File: src/rtl/quad_velocity.sv
// quad_velocity: converts a free-running quadrature position count into a
// signed, saturated per-window velocity, with direction and stall flags.
// The first window after reset only primes the reference position.
module quad_velocity #(
  parameter int CNT_W         = 22,
  parameter int WIN_CYCLES    = 1000,
  parameter int VEL_W         = 16,
  parameter int STALL_WINDOWS = 4
) (
  input  logic                    clk,
  input  logic                    nrst,   // active-high despite the name
  input  logic [CNT_W-1:0]        count,
  output logic signed [VEL_W-1:0] vel,
  output logic                    vel_valid,
  output logic                    dir,
  output logic                    sat,
  output logic                    stalled
);

  localparam int WIN_W = (WIN_CYCLES > 2) ? $clog2(WIN_CYCLES) : 1;
  localparam logic [WIN_W-1:0] WIN_LAST  = WIN_W'(WIN_CYCLES - 1);
  localparam logic [7:0]       STALL_MAX = 8'(STALL_WINDOWS);

  // Velocity limits expressed at the delta width so the comparison is a
  // plain signed compare without any truncation.
  localparam logic signed [CNT_W-1:0] VEL_MAX =
    {{(CNT_W-VEL_W+1){1'b0}}, {(VEL_W-1){1'b1}}};
  localparam logic signed [CNT_W-1:0] VEL_MIN =
    {{(CNT_W-VEL_W+1){1'b1}}, {(VEL_W-1){1'b0}}};

  typedef enum logic {PRIME, RUN} state_t;

  state_t                  state;
  logic [WIN_W-1:0]        win_cnt;
  logic [CNT_W-1:0]        prev;
  logic [7:0]              zero_cnt;
  logic                    term;
  logic signed [CNT_W-1:0] delta_p0;
  logic [VEL_W:0]          clip_p0;   // {clipped flag, clipped velocity}
  logic [7:0]              zero_nxt;

  // Clip a signed delta into the velocity range; MSB of the result flags a clip.
  function automatic logic [VEL_W:0] saturate(input logic signed [CNT_W-1:0] d);
    if (d > VEL_MAX)
      return {1'b1, VEL_MAX[VEL_W-1:0]};
    else if (d < VEL_MIN)
      return {1'b1, VEL_MIN[VEL_W-1:0]};
    else
      return {1'b0, d[VEL_W-1:0]};
  endfunction

  // Terminal-edge detect, modulo delta (handles counter wrap) and clipping.
  always_comb begin
    term     = (win_cnt == WIN_LAST);
    delta_p0 = $signed(count - prev);
    clip_p0  = saturate(delta_p0);
    zero_nxt = (zero_cnt == STALL_MAX) ? zero_cnt : zero_cnt + 8'd1;
  end

  // Measurement window counter, 0..WIN_CYCLES-1.
  always_ff @(posedge clk or posedge nrst) begin
    if (nrst)
      win_cnt <= '0;
    else if (term)
      win_cnt <= '0;
    else
      win_cnt <= win_cnt + WIN_W'(1);
  end

  // PRIME/RUN state machine producing all registered outputs at terminal edges.
  always_ff @(posedge clk or posedge nrst) begin
    if (nrst) begin
      state     <= PRIME;
      prev      <= '0;
      vel       <= '0;
      vel_valid <= 1'b0;
      dir       <= 1'b0;
      sat       <= 1'b0;
      stalled   <= 1'b0;
      zero_cnt  <= '0;
    end else begin
      vel_valid <= 1'b0;
      if (term) begin
        prev <= count;
        case (state)
          PRIME: begin
            state <= RUN;
          end
          RUN: begin
            vel       <= $signed(clip_p0[VEL_W-1:0]);
            sat       <= clip_p0[VEL_W];
            vel_valid <= 1'b1;
            if (delta_p0 != '0) begin
              dir      <= ~delta_p0[CNT_W-1];
              zero_cnt <= '0;
              stalled  <= 1'b0;
            end else begin
              zero_cnt <= zero_nxt;
              stalled  <= (zero_nxt == STALL_MAX);
            end
          end
          default: state <= PRIME;
        endcase
      end
    end
  end

endmodule

File: config.mk
export PLATFORM = sky130hd
export DESIGN_NAME = quad_velocity
export DESIGN_NICKNAME = d
export VERILOG_FILES = /design/src/rtl/quad_velocity.sv
export SDC_FILE = /design/constraint.sdc
export NUM_CORES = 1
export LEC_CHECK = 0
export CELL_PAD_IN_SITES_DETAIL_PLACEMENT = 1
export CELL_PAD_IN_SITES_GLOBAL_PLACEMENT = 1
export CORE_MARGIN = 8
export CORE_UTILIZATION = 43
export CTS_CLUSTER_SIZE = 12
export DETAILED_ROUTE_END_ITERATION = 10
export GPL_ROUTABILITY_DRIVEN = 0
export PLACE_DENSITY = 0.77
export RECOVER_POWER = 25
export SETUP_SLACK_MARGIN = 0.15
export SKIP_CTS_REPAIR_TIMING = 1
export SYNTH_ARGS = -nofsm -noshare
export SYNTH_HDL_FRONTEND = slang
export SYNTH_SLANG_ARGS = --single-unit
export TNS_END_PERCENT = 5
File: constraint.sdc
create_clock -name clk -period 3.15 [get_ports clk]
set_clock_uncertainty 0.05 [all_clocks]
set_input_delay 0.63 -clock clk [delete_from_list [all_inputs] [get_ports clk]]
set_output_delay 0.63 -clock clk [all_outputs]
set_load 0.05 [all_outputs]
==> qor.yml <==
pwr:
  intPower_uw: 1370
  swShare_pct: 28.2
  p_clk_share_pct: 43.2
  ir_drop_mv: 0.208
  comb_power_share_pct: 15.2
  pwr_density_cell_nw_per_um2: 321
  p_seq_share_pct: 41.5
  switchingPower_uw: 538
  p_leak_uw: 0.00273
placement:
  dp_hpwl_um: 9070
  io_buffers: 43
  place_area_um2: 5190
  place_ws_ns: -0.653
drt:
  wl_um: 16300
  drc: 0
  wl_per_cell_um: 22.6
  dr_total_vias: 4287
  vias_per_cell: 5.97
  drtPass1Iterations: 5
  antenna_left: 0
  dr.first_iter.drc_count: 212
setup_path:
  path_max_fanout: 16
  reg2reg_from: "prev[0]"
  cp-start-kind: "input pin"
  required_ns: 3.34
  worstPathArrival_ns: 3.41
  rr_worst_depth: 12
  cp-end-kind: "flop"
  crit_type: "input pin to flop"
  crit_start: "count[16]"
synthesis:
  ys_area_um2: 4010
  ys_async_sr_fraction_pct: 100
  syn_area_um2: 4010
  ys_cells: 475
  ys.flop_type: "dfrtp_1"
  numSynthFlops: 61
  top_area_cell: "dfrtp_1"
  ys_seq_share_pct: 38.1
  synth.net_count: 524
  yosysTopAreaCellShare_pct: 38.1
  top_cells_by_area: "dfrtp_1, nand2_1, ha_1"
  edf_count: 0
  synth_cells: 475
  synth_cell_types: 59
  syn_avg_cell_area_um2: 8.43
  yosys_warnings: 0
hold_path:
  hold_class: "flop to flop"
  hold_start: "state"
  worstHoldPathCells: 1
floorplan:
  die_height_um: 113
  ioPinCount: 44
  core-area_um2: 9150
  chipArea_um2: 12700
  fp_util_pct: 43.8
  rows: 35
  die_width_um: 113
flow_run:
  warnings: 29
  maxCapViolCount: 0
global_route:
  grt_overflow: 0
  grt.total_usage_pct: 20.1
  antenna_found_initial: 0
  grt_max_degree: 50
  grt_pass1_wl_um: 20900
  grt_pass1_vias: 4290
final_layout:
  antenna_cells: 0
  lay_top_cells: "buf_4, nand2_1, dfrtp_1, o21ai_0, inv_1"
  drive_gt1_share_pct: 30.8
  layout_top_cell: "buf_4"
  finalNetCount: 651
  area_delta_synth_final_pct: 48.5
  fill_cells: 1035
  fin_area_um2: 5950
status:
  violations: "negative setup slack"
  status: "finished with violations"
final_timing:
  rsz0062_at_grt: "true"
  setup_tns_ns: -1.05
  relSlewSlack_pct: 17.8
  max_freq_ghz: 0.310
  period_used_pct: 102
  worst_pin_slew_ns: 1.23
  setup_violations: 17
  report.final.slew_viol_count: 0
  worst_slack_ns: -0.0735
  hold_viol_final: 0
  fin_crit_ns: 3.22
  holdWs_ns: 0.430
clock_tree:
  clkLatencyLatePin_ns: 0.36
  htree_levels: 3
  clockRootBuffer: "clkbuf_8"
  cts_buffer_depth: 2
  cts_buffers: 9
  cts_tree: "done"
  path_clk_slew_ns: 0.09
## critical path, cell delays in order
cell and delay (ns):
clkdlybuf4s50_1 0.45, ha_1 0.33, a21oi_1 0.22, o21ai_1 0.19, nor4_1 0.64, a211oi_4 0.17, buf_4 0.19, a311oi_2 0.33
buf_12 0.19, a31oi_1 0.05
## power by group through the flow
| stage | Combinational (uW) | Sequential (uW) | Clock, uW |
|---|---|---|---|
| after global placement | 236 | 808 | 0 |
| after detailed placement | 242 | 808 | 0 |
| after CTS | 246 | 793 | 826 |
| final | 291 | 793 | 826 |
| after floorplan | 88.3 | 830 | 0 |
| after global routing | 308 | 794 | 859 |
## registers in the layout, summed over array words and instances, names as in the netlist
signal,flops
dir,1
vel,16
stalled,1
state,1
vel_valid,1
win_cnt,10
prev,22
zero_cnt,8
sat,1
## cells in the mapped netlist, drive strengths merged (2+ instances only)
cell / n
a21oi: 36
o211ai: 5
and2: 2
nand2b: 4
nor3: 7
mux2: 2
ha: 24
o31ai: 4
inv: 32
o311ai: 2
and3: 3
a21boi: 2
nand3: 18
nor4: 4
a211oi: 7
o21bai: 4
xnor2: 10
nor2b: 2
nand2: 81
buf: 6
xor2: 15
or2: 3
nor2: 24
clkbuf: 13
or3: 6
o22ai: 2
or4: 2
a31oi: 6
nand3b: 2
a21o: 11
o21ai: 50
dfrtp: 61
o21a: 4
nand4: 7
o221ai: 2
## area by class of cell
class | count | area [um2] | share of cell area (%)
clock buffer | 9 | 124 | 2.08
clock inverter | 7 | 97.6 | 1.64
inverter | 32 | 128 | 2.14
multi-input combinational | 363 | 2760 | 46.3
sequential | 61 | 1530 | 25.7
tap | 111 | 139 | 2.33
timing repair buffer | 135 | 1180 | 19.8
## metal layers
metal | share of wire, % | global-route usage [%]
met3 | 4.2 | 4.03
met5 | 0 | 0
met2 | 51 | 34.9
met1 | 41 | 23.8
met4 | 4.1 | 8.36
## metrics by stage
| stage | std cells | power (uW) | utilization, % |
|---|---|---|---|
| after CTS | 709 | 1870 | 59.1 |
| after global placement | 693 | 1040 | 56.7 |
| after global routing | 718 | 1960 | 65.0 |
| after floorplan | 475 | 919 | - |
| after detailed placement | 693 | 1050 | 56.7 |
| final | 718 | 1910 | 65.0 |
## cell families after synthesis
logic type | Yosys count | synth area share (%)
AOI/OAI and AO/OA | 144 | 23.4
xor gates and xnor gates | 25 | 5.47
adders and majority gates | 25 | 8.00
buffers and inverters | 51 | 5.34
DFF | 61 | 38.1
muxes | 3 | 0.812
and+or+nand+nor | 166 | 18.9
## path summary, 6_finish.rpt
path | end | slack [ns]
min in group asynchronous | vel[10] | 1.00
setup / recovery | vel[10] | -0.07
max in group asynchronous | prev[12] | 0.65
hold reg to reg | state | 0.43
hold / removal | state | 0.43
setup reg to reg | sat | 0.03
==> images/registers.png <==
Scale bar: 20 um. Other sequential cells in the stronger grey, the rest of the logic in the fainter grey.
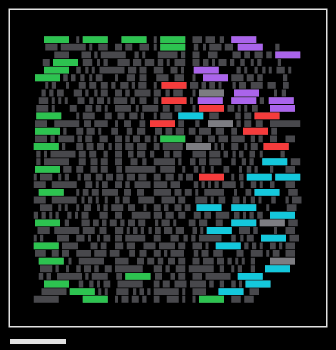
[prev] green | flops: 22
[win_cnt] purple | flops: 10 | where: north-east
[zero_cnt] red | flops: 8
[vel] cyan | flops: 16
not coloured: 5

==> images/zoom.png <==
Scale bar: 20 um. Window x 31 to 81, y 54 to 104 um. Cells in grey, sequential cells in the stronger grey; small squares are vias.
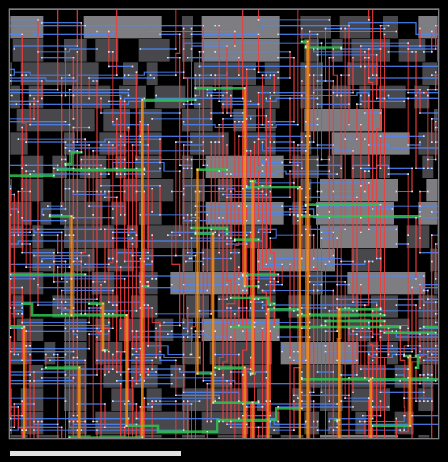
[met1] blue
[met4] orange
[met3] green
[met2] red
sequential cells in the window: 15
netlist names of flops here include: prev (4), zero_cnt (4), win_cnt (3)
cells with their middle in the window: 171
most frequent: buf_4 (26), nand2_1 (19), dfrtp_1 (15)

==> images/final_clocks.png <==
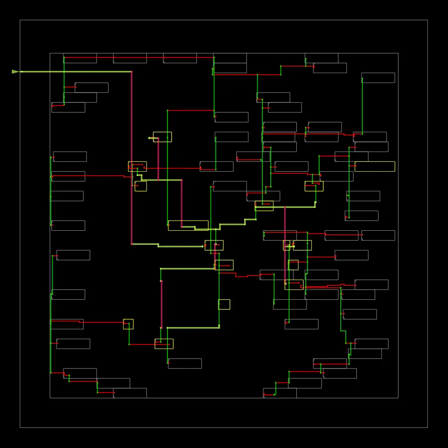
flip-flops: 61
clk sinks: 61

==> images/pins.png <==
Scale bar: 20 um. Pins as bars across the die edge, other pins in grey.
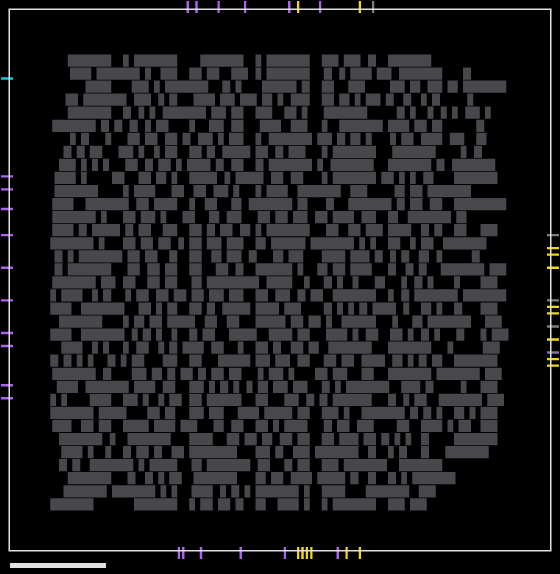
[count] purple | pins: 22 | direction: input | edge: 10 west, 6 south, 6 north
[clk] cyan | pins: 1 | direction: input | edge: west
[vel] yellow | pins: 16 | direction: output | edge: 8 east, 6 south, 2 north

Power is estimated from default activity; no workload was simulated.
